Run 1, signal wires on met2:
The bar under the picture is 20 microns long.
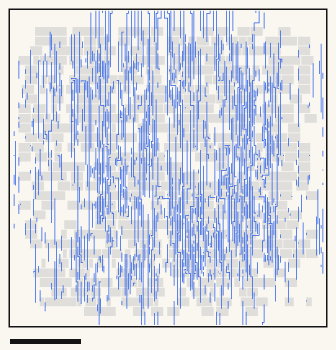
Run 1, signal wires on met3:
The bar under the picture is 20 microns long.
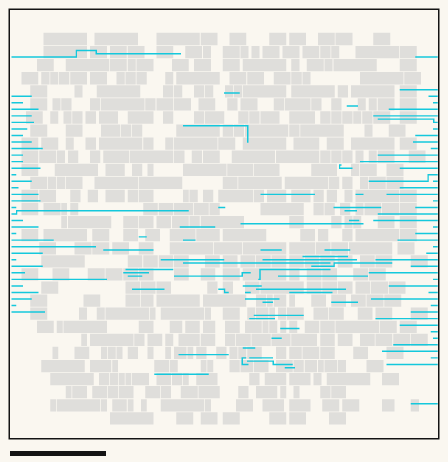
Run 1, signal wires on met1:
The bar under the picture is 20 microns long.
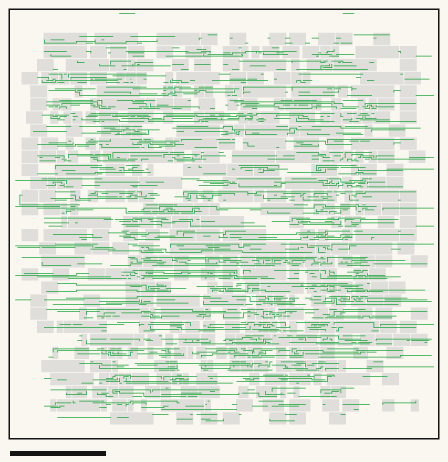
==> config.mk <==
export PLATFORM = sky130hd
export DESIGN_NAME = display_scheduler_flat
export DESIGN_NICKNAME = d
export VERILOG_FILES = /design/src/rtl/display_scheduler_pkg.sv /design/src/rtl/display_scheduler_if.sv /design/src/rtl/display_scheduler_dwell_timer.sv /design/src/rtl/display_scheduler.sv /design/src/flat_wrapper.sv
export SDC_FILE = /design/constraint.sdc
export NUM_CORES = 1
export LEC_CHECK = 0
export CORE_MARGIN = 2
export CORE_UTILIZATION = 49
export CTS_BUF_LIST = sky130_fd_sc_hd__clkbuf_16
export CTS_CLUSTER_DIAMETER = 200
export DETAILED_ROUTE_END_ITERATION = 10
export HOLD_SLACK_MARGIN = 0.05
export PLACE_DENSITY_LB_ADDON = 0.2
export SLEW_MARGIN = 20
export SYNTH_ARGS = -nofsm -noshare
export SYNTH_HDL_FRONTEND = slang
export SYNTH_SLANG_ARGS = --single-unit
==> constraint.sdc <==
create_clock -name clk -period 7.5 [get_ports clk]
set_clock_uncertainty 0.2 [all_clocks]
set_input_delay 0.75 -clock clk [delete_from_list [all_inputs] [get_ports clk]]
set_output_delay 0.75 -clock clk [all_outputs]
set_load 0.01 [all_outputs]
==> summary.log, run 1 <==
INFO  finish         areaGrowthSynthToFinish=37.7%
INFO  worst_setup_path reg2reg_depth=6
INFO  drt            drt_pre_antenna_iters=5
INFO  drt            routed_met1_length=4900microns
INFO  synthesis      yosys.area.top_type=sky130_fd_sc_hd__dfrtp_1
INFO  min_path       worstHoldPathType=reg2reg
INFO  synthesis      synth_seq_share=36.8%
INFO  worst_setup_path critical-path-top-delay-family=simple AND/OR/NAND/NOR gates
INFO  synthesis      top_cells_by_count=52 x sky130_fd_sc_hd__dfrtp_1, 40 x sky130_fd_sc_hd__nand4_1, 37 x sky130_fd_sc_hd__nand3_1
INFO  finish         filler_cell_count=539
INFO  sta            period_minus_slack=5.07ns
INFO  pwr            static-leakage-power=1.88nW
INFO  drt            final_antenna_net_count=0
INFO  worst_setup_path path_cells=nand3b_1, nor2b_2, o32a_1, nor2b_4, nand3b_4, mux2_4
INFO  clock_tree     tritoncts=done
INFO  synthesis      avgSynthCellArea=9.49squm
INFO  clock_tree     tritoncts_num_sinks=52
INFO  pwr            cellInternalPower=0.885mW
INFO  drt            vias_per_cell=6.27
INFO  worst_setup_path criticalPathCategory=reg2reg
INFO  clock_tree     h_tree_lvl_count=2
INFO  worst_setup_path cpPeakStageDelay=0.91ns
INFO  run_status     run_status=complete, no violations
INFO  synthesis      synth_top_area_share=36.8%
INFO  pwr            sw_frac_of_total=43.3%
INFO  synthesis      synth-edff-count=0
INFO  synthesis      yosysWarningCount=0
INFO  global_routing grt.busiest_layer=met2
INFO  synthesis      netlist_instances=373
INFO  placement      dp_slack=2.26ns
INFO  drt            wl_met3=908microns
INFO  synthesis      post_synth_main_logic_family=AND-OR/OR-AND gates
INFO  worst_setup_path cp.required=7.48ns
INFO  synthesis      and_or_or_and_cells_area_fraction=21.9%
INFO  pwr            comb_power_share=56.5%
INFO  worst_setup_path critPathBufInv=0
INFO  clock_tree     cts_clk_pin_slew_worst_paths=0.07ns
INFO  sta            grt_setup_unrepaired=false
## Picture notes: 'signal wires on met2'
- nets with wire on the layer: 484
- main direction: vertical
- share of all routed wire: 46%
- longest straight run: 46.2 microns
Total Wirelength: 10900 microns
global routing usage on met2: 42.7%
Vias: 3530

## Picture notes: 'signal wires on met3'
- longest straight run: 35.7 microns
- wire length on this layer: 909 microns
met3 global-route usage: 5.08%

## Picture notes: 'signal wires on met1'
- main direction: horizontal
- nets with wire on the layer: 486
- wire length on this layer: 4900 microns
Global Route met1 Usage: 37.3%

-- run 1: layout make-up --
cell class / instances / area, sq um / share of cell area [%]
Clock buffer: 5 / 125 / 2.57
Clock inverter: 3 / 21.3 / 0.436
Inverter: 7 / 26.3 / 0.539
Multi-Input combinational cell: 274 / 2030 / 41.7
Sequential cell: 52 / 1300 / 26.7
Tap cell: 96 / 120 / 2.46
Timing Repair Buffer: 126 / 1250 / 25.6
-- run 1: power by group through the flow --
| stage | Clock (mW) | Sequential (mW) | Combinational, mW |
|---|---|---|---|
| after floorplan | 0 | 0.448 | 0.589 |
| after CTS | 0.239 | 0.441 | 0.874 |
| after global routing | 0.253 | 0.453 | 0.946 |
| final | 0.236 | 0.443 | 0.882 |
| after detailed placement | 0 | 0.444 | 0.870 |
| after global placement | 0 | 0.440 | 0.849 |
Run 1, track usage over the die:
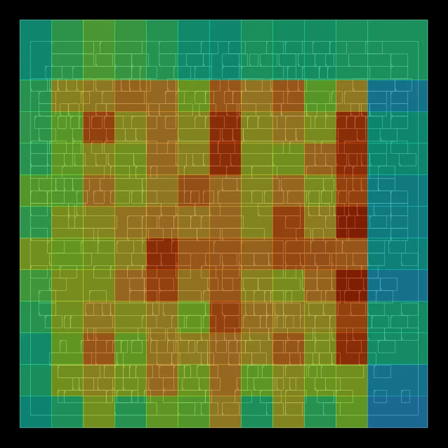

## Run 2: what changed since run 1
--- a/config.mk
+++ b/config.mk
@@ -6,7 +6,7 @@
 export NUM_CORES = 1
 export LEC_CHECK = 0
 export CORE_MARGIN = 2
-export CORE_UTILIZATION = 49
+export CORE_UTILIZATION = 46
 export CTS_BUF_LIST = sky130_fd_sc_hd__clkbuf_16
 export CTS_CLUSTER_DIAMETER = 200
 export DETAILED_ROUTE_END_ITERATION = 10
==> constraint.sdc (replaced) <==
create_clock -name clk -period 5 [get_ports clk]
set_clock_uncertainty 0.2 [all_clocks]
set_input_delay 0.5 -clock clk [delete_from_list [all_inputs] [get_ports clk]]
set_output_delay 0.5 -clock clk [all_outputs]
set_load 0.01 [all_outputs]
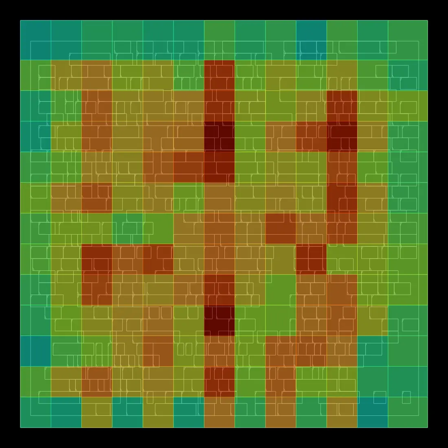
Run 2: track usage over the die
GRT Overall Usage: 26.1%
peak-usage layer in the global routing report: met2
fraction of the core area covered by cells at the end of the flow: 66.7%
global routing usage on met2: 39.9%

==> run 2 against run 1 <==
Wire length grew 1.2%. Via count grew 2.5%. Area after synthesis is the same. Critical path type unchanged.
==> summary.log, run 2 <==
INFO  run_status     run_status=complete, no violations
INFO  sta            grt_setup_unrepaired=false
INFO  drt            drt_pre_antenna_iters=4 [-1]
INFO  drt            wl_met3=1100microns [+21%]
INFO  finish         filler_cell_count=613 [+14%]
INFO  worst_setup_path critPathBufInv=1 [+1]
INFO  synthesis      synth.cellmix.adderShare=2.83%
INFO  floorplan      floorplan.initialDensity=48.0%
INFO  clock_tree     cts_clk_pin_slew_worst_paths=0.08ns [about the same]
INFO  synthesis      ys_seq_elements=52
INFO  synthesis      avgSynthCellArea=9.49squm [unchanged]
INFO  global_routing global_route_met1_usage=36.6% [-0.69 points]
INFO  finish         flip_flops=52 [unchanged]
INFO  synthesis      yosysWarningCount=0 [unchanged]
INFO  sta            max_slew_violations=0
INFO  pwr            static-leakage-power=1.90nW [+1.1%]
INFO  synthesis      synth-edff-count=0 [unchanged]
INFO  synthesis      synth_seq_share=36.8% [unchanged]
INFO  worst_setup_path reg2reg_depth=10 [+4]
INFO  finish         layout.nonclk_buf_share=26.2% [+0.54 points]
INFO  synthesis      synthXorXnorAreaFrac=2.93%
INFO  worst_setup_path critical-path-top-delay-family=simple AND/OR/NAND/NOR gates
INFO  synthesis      top_cells_by_count=52 x sky130_fd_sc_hd__dfrtp_1, 40 x sky130_fd_sc_hd__nand4_1, 37 x sky130_fd_sc_hd__nand3_1
INFO  synthesis      yosys.area.top_type=sky130_fd_sc_hd__dfrtp_1
INFO  drt            topRoutingLayerUsed=met4
INFO  clock_tree     h_tree_lvl_count=2 [unchanged]
INFO  worst_setup_path cpPeakStageDelay=0.71ns [-0.20 ns]
INFO  finish         fraction_of_area_in_multi_input_gates=41.2% [-0.42 points]
INFO  sta            period_minus_slack=3.94ns [-1.13 ns]
INFO  sta            max_slew.worst_pin.slew=1.03ns
INFO  finish         final-clk-cell-share=3.08% [+0.075 points]
INFO  finish         seqAreaFraction=26.5% [-0.24 points]
INFO  clock_tree     cts_buffers=5
INFO  clock_tree     tritoncts=done
INFO  drt            final_antenna_net_count=0 [unchanged]
INFO  worst_setup_path cp.required=5.02ns [-2.46 ns]
INFO  finish         nMultiInputCombCells=274 [unchanged]
INFO  drt            vias_per_cell=6.34 [+1.1%]
INFO  drt            first_iter_violations=311
INFO  synthesis      and_or_or_and_cells_area_fraction=21.9% [unchanged]
INFO  placement      dp_slack=1.08ns [-1.18 ns]
INFO  drt            routed_met1_length=4840microns [-1.3%]
INFO  finish         area.combinational=2030squm [-0.12%]
INFO  floorplan      floorplan.tapcells=99 [+3.1%]
INFO  finish         layout.area.seq=1300squm [unchanged]
INFO  finish         final.clkbuf_count=5 [unchanged]
INFO  synthesis      post-synth-top-count-cell=sky130_fd_sc_hd__dfrtp_1
INFO  global_routing wire_length_of_the_first_global_routing_pass=17500microns
INFO  worst_setup_path path_cells=or3_1, ha_1, nor3_1, o211ai_1, nor4_2, buf_4, o32a_1, xor2_2, nand3_1, nand4_1
INFO  synthesis      fp_nets=480
INFO  worst_setup_path worstSetupEndpointType=flip-flop
INFO  sta            finalSetupViolations=0
INFO  pwr            power_density=481nW/um^2
INFO  min_path       worstHoldPathType=in2async
INFO  finish         nNonClkBuffers=131 [+4.0%]
INFO  worst_setup_path cp_num_cells=10
INFO  finish         nNonClkInverters=7 [unchanged]
INFO  synthesis      flop_cell=sky130_fd_sc_hd__dfrtp_1
INFO  worst_setup_path criticalPathCategory=reg2reg
INFO  synthesis      synth_top_area_share=36.8% [unchanged]
INFO  synthesis      netlist_instances=373 [unchanged]
INFO  synthesis      post_synth_main_logic_family=AND-OR/OR-AND gates
INFO  worst_setup_path worst_path_max_delay_cell=sky130_fd_sc_hd__xor2_2
INFO  finish         top_area_cell_class=multi-input combinational cells
INFO  clock_tree     tritoncts_num_sinks=52 [unchanged]
INFO  finish         areaGrowthSynthToFinish=38.9%
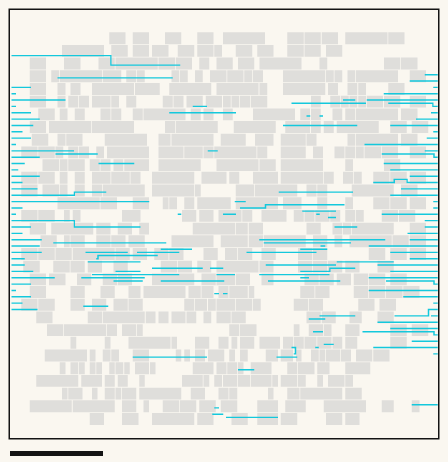
Run 2: signal wires on met3
The bar under the picture is 20 microns long.
- wire length on this layer: 1100 microns
- longest straight run: 29.2 microns
Vias: 3618
met3 global-route usage: 6.57%
Total Wirelength: 11000 microns

[run 2: cell types whose count changed in the layout (fill, tap and decap cells not counted)]
cell,before,now
sky130_fd_sc_hd__buf_4,3,8
sky130_fd_sc_hd__clkinv_2,1,0
sky130_fd_sc_hd__clkinvlp_4,1,2
sky130_fd_sc_hd__inv_6,1,0
sky130_fd_sc_hd__inv_8,0,1
sky130_fd_sc_hd__nor2b_1,2,3
sky130_fd_sc_hd__nor2b_2,1,0
[run 2: power by group]
| part | total [mW] | internal (mW) | switching (mW) |
|---|---|---|---|
| clock network | 0.365 | 0.190 | 0.175 |
| registers | 0.661 | 0.571 | 0.0897 |
| logic | 1.34 | 0.588 | 0.751 |
No activity file was given, so power comes from the tool's default toggle rates.
